===== config.mk =====
export PLATFORM = sky130hd
export DESIGN_NAME = register_file
export DESIGN_NICKNAME = d
export VERILOG_FILES = /design/src/rtl/register_file.sv
export SDC_FILE = /design/constraint.sdc
export NUM_CORES = 1
export LEC_CHECK = 0
export CAP_MARGIN = 5
export CORE_MARGIN = 5
export CORE_UTILIZATION = 50
export CTS_BUF_LIST = sky130_fd_sc_hd__clkbuf_8
export DETAILED_ROUTE_END_ITERATION = 7
export PLACE_DENSITY = 0.76
export SLEW_MARGIN = 20
export SYNTH_ARGS = -nofsm -noshare
export SYNTH_HDL_FRONTEND = slang
export SYNTH_SLANG_ARGS = --single-unit

===== constraint.sdc =====
create_clock -name clk -period 10.7 [get_ports clk]
set_clock_uncertainty 0.1 [all_clocks]
set_input_delay 3.21 -clock clk [delete_from_list [all_inputs] [get_ports clk]]
set_output_delay 3.21 -clock clk [all_outputs]
set_load 0.05 [all_outputs]

===== src/rtl/register_file.sv =====
// Two-read, one-write register file with x0 hardwired to zero, write-first bypass
// and a debug count of committed writes.
module register_file #(
  parameter int DATA_WIDTH = 8,
  parameter int NUM_REGS   = 32
) (
  input  logic                            clk,
  input  logic                            rst_n,
  input  logic [$clog2(NUM_REGS)-1:0]     rs1_addr,
  input  logic [$clog2(NUM_REGS)-1:0]     rs2_addr,
  input  logic [$clog2(NUM_REGS)-1:0]     rd_addr,
  input  logic [DATA_WIDTH-1:0]           rd_data,
  input  logic                            we,
  output logic [DATA_WIDTH-1:0]           rs1_data,
  output logic [DATA_WIDTH-1:0]           rs2_data,
  output logic [7:0]                      write_count
);

  localparam int ADDR_WIDTH = $clog2(NUM_REGS);

  logic [DATA_WIDTH-1:0] regs [NUM_REGS];
  logic                  armed;
  logic                  commit;

  // armed stays low through the first edge after reset release, so an edge that
  // coincides with deassertion can never commit a write.
  assign commit = rst_n && armed && we && (rd_addr != '0);

  always_ff @(posedge clk or negedge rst_n) begin
    if (!rst_n) begin
      armed       <= 1'b0;
      write_count <= 8'd0;
      for (int i = 0; i < NUM_REGS; i++) begin
        regs[i] <= '0;
      end
    end else begin
      armed <= 1'b1;
      if (commit) begin
        regs[rd_addr] <= rd_data;
        write_count   <= write_count + 8'd1;
      end
    end
  end

  function automatic logic [DATA_WIDTH-1:0] read_port(
    input logic [ADDR_WIDTH-1:0] addr,
    input logic [DATA_WIDTH-1:0] stored,
    input logic                  hit
  );
    if (!rst_n || addr == '0) begin
      return '0;
    end else if (hit) begin
      return rd_data;
    end else begin
      return stored;
    end
  endfunction

  // Write-first bypass: a same-cycle write to the read address wins over storage.
  assign rs1_data = read_port(rs1_addr, regs[rs1_addr], commit && (rd_addr == rs1_addr));
  assign rs2_data = read_port(rs2_addr, regs[rs2_addr], commit && (rd_addr == rs2_addr));

endmodule


metal_density.png
36 x 36 tiles, from dark purple (low) to yellow (high), scaled to the fullest tile. Values are wire area over tile area, all layers added.
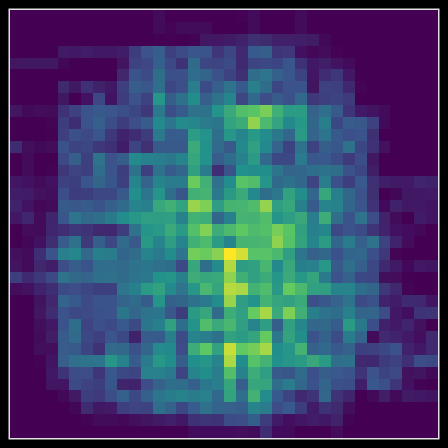
15% of the tiles are over half the peak. The densest ninth of the die: center. The mean over all tiles is 0.21.
routed vias: 10135
gr usage total: 0.2452

wires.png
Only two layers are drawn.
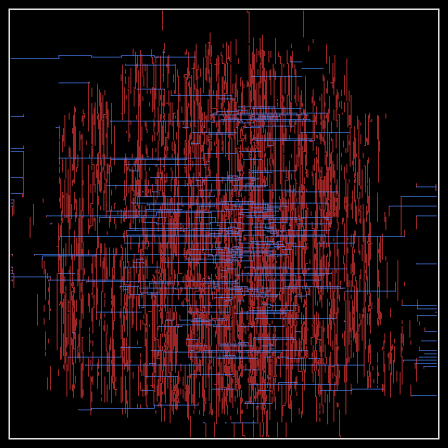
Red stands for metal 2, wire length 18200 um. Blue stands for metal 3, wire length 4010 um.

clocks.png
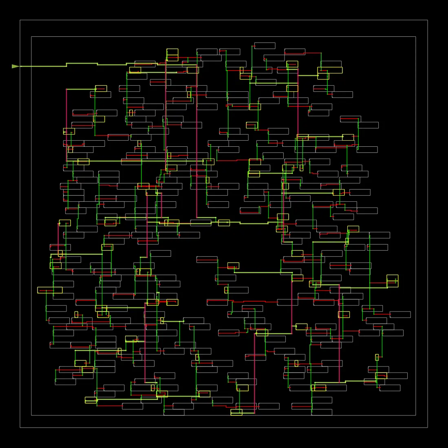
Clock Power: 0.000943 W
Clock Latency Late Sink: 0.57 ns
TritonCTS Buffers: 46

flops_by_reg.png
Bar = 50 um. Other sequential cells in the stronger gray, the rest of the logic in the fainter gray.
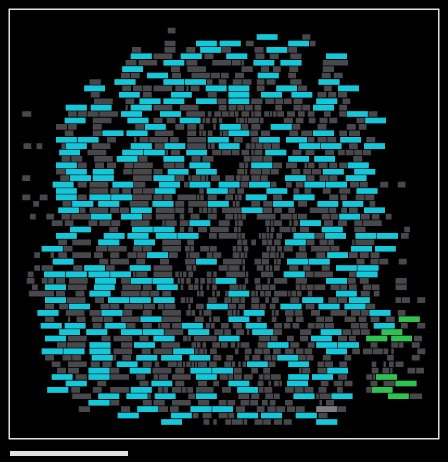
Cyan stands for regs, flops 256, where all over the die. Green stands for write_count, flops 8, where lower right.
Another 1 sequential cells are not colored.
Seq. cell area: 6631 um2
final core occ: 0.5646
flop share of the area: 0.4070
Flop+latch power: 0.00115 W

==> metrics.yaml <==
layout:
  layout-drive-gt1-share: 0.4097
  stdcell_area_um2: 16290
  synthToLayoutAreaGrowth_pct: 10.83
  instances_no_fill: 1536
  nets: 1146
die:
  pin_count: 50
  die_h_um: 181.5
  coreArea_um2: 28860
  fp_util: 0.5094
sta:
  hold_violations: 0
  finalCriticalPeriod_ns: 9.938
  relSlewSlack: 0.2687
  worst_slew_pin_slew_ns: 1.094
  hold_ws_ns: 0.3055
  finalSetupTns_ns: 0
  clock.fmax_mhz: 100.6
  rsz0062_at_grt: "false"
  setup_viol: 0
place:
  hpwl_mm: 26.77
  place_ws_ns: 0.8784
synthesis:
  fa_ha_area_frac: 0.0008511
  ys_top_logic_family: "multiplexers"
  synth-edff-count: 0
  xor_area_frac: 0.01013
  synth.most_common_cell: "dfrtp_1"
  ys.flops: 265
  ys.flop_type: "dfrtp_1"
  synth-compound-area-share: 0.06452
  ys_warn_count: 0
  async_reset_ff_frac: 1.000
  syn_inst: 1089
  synth_top_cell_by_area: "dfrtp_1"
  area_leaders: "dfrtp_1 (45%), mux2_2 (19%), mux4_2 (12%)"
  synth_seq_share: 0.4511
clock_network:
  path_clk_slew_ns: 0.06
  cts_num_sinks: 265
  cts_tree: "yes"
  cts-root-buf: "clkbuf_8"
  htreeDepth: 2
setup_path:
  startpoint: "rs2_addr[2]"
  ff2ff_path_depth: 4
routing:
  wl_per_cell_um: 26.65
  drt_pass1_iterations: 6
  ant_nets: 0
power_and_ir_drop:
  p_seq_frac: 0.457
  ir_worst_vdd_mv: 0.1217
  clockPowerShare: 0.374
  power_leader: "sequential cells"
  leakagePower_nw: 7.498
  switching_share: 0.2866
  combinationalPower_w: 0.000426
status:
  outcome: "finished, final reports clean"
job:
  warnings: 28
global_route:
  grt_max_degree: 173
  grt-ovfl-total: 0
  grt_pass1_wl_mm: 62.89
  grt_pass1_vias: 10185
worst_hold_path:
  min_path_type: "flip-flop to flip-flop"
critical path: stages:
cell             delay (ns)
clkdlybuf4s50_1        0.59
nand2b_1               0.65
o221ai_1               0.53
o22ai_1                0.15
nor2_1                 0.15
o22ai_1                0.11
nor3_1                 0.35
clkdlybuf4s50_1        0.88
cell type report:
class                      instances  area (um2)
clock inverter                    24       148.9
fill                            2361       12570
sequential                       265        6631
multi-input combinational        724        7526
inverter                           4       15.01
timing repair buffer              78       705.7
tap                              384       480.5
clock buffer                      57       784.5
routing by layer:
layer / routed length [um] / vias up / part of all wire / track usage
li1: - / 4254 / - / -
met1: 17450 / 5247 / 0.43 / 0.3567
met2: 18250 / 540 / 0.45 / 0.3633
met3: 4012 / 94 / 0.098 / 0.06363
met4: 1227 / 0 / 0.030 / 0.07655
met5: 0 / - / 0 / 0
cells in the final DEF, fill, tap and decap left out, drive strengths merged, types with 3 or more instances in the layout:
master | Yosys | routed
mux4 | 76 | 76
nand2b | 4 | 4
inv | 4 | 23
mux2i | 112 | 112
or2 | 3 | 3
dfrtp | 265 | 265
xnor2 | 8 | 8
nand4 | 6 | 6
o221ai | 56 | 56
nand3 | 5 | 5
nor2 | 57 | 57
buf | 49 | 47
nor3b | 3 | 3
clkbuf | 47 | 57
a21oi | 28 | 28
o22ai | 42 | 42
xor2 | 9 | 9
nor3 | 19 | 19
nand2 | 26 | 26
mux2 | 249 | 249
clkdlybuf4s50 | 0 | 31
registers in the layout (all words and copies together), names as in the netlist:
name         count
regs           256
write_count      8
armed            1
through the flow:
stage | utilization | power [W]
2_1_floorplan | - | 0.001440
3_3_place_gp | 0.5313 | 0.001572
3_5_place_dp | 0.5313 | 0.001587
4_1_cts | 0.5636 | 0.002529
5_1_grt | 0.5646 | 0.002620
6_report | 0.5646 | 0.002521
Power and IR drop assume default switching activity.
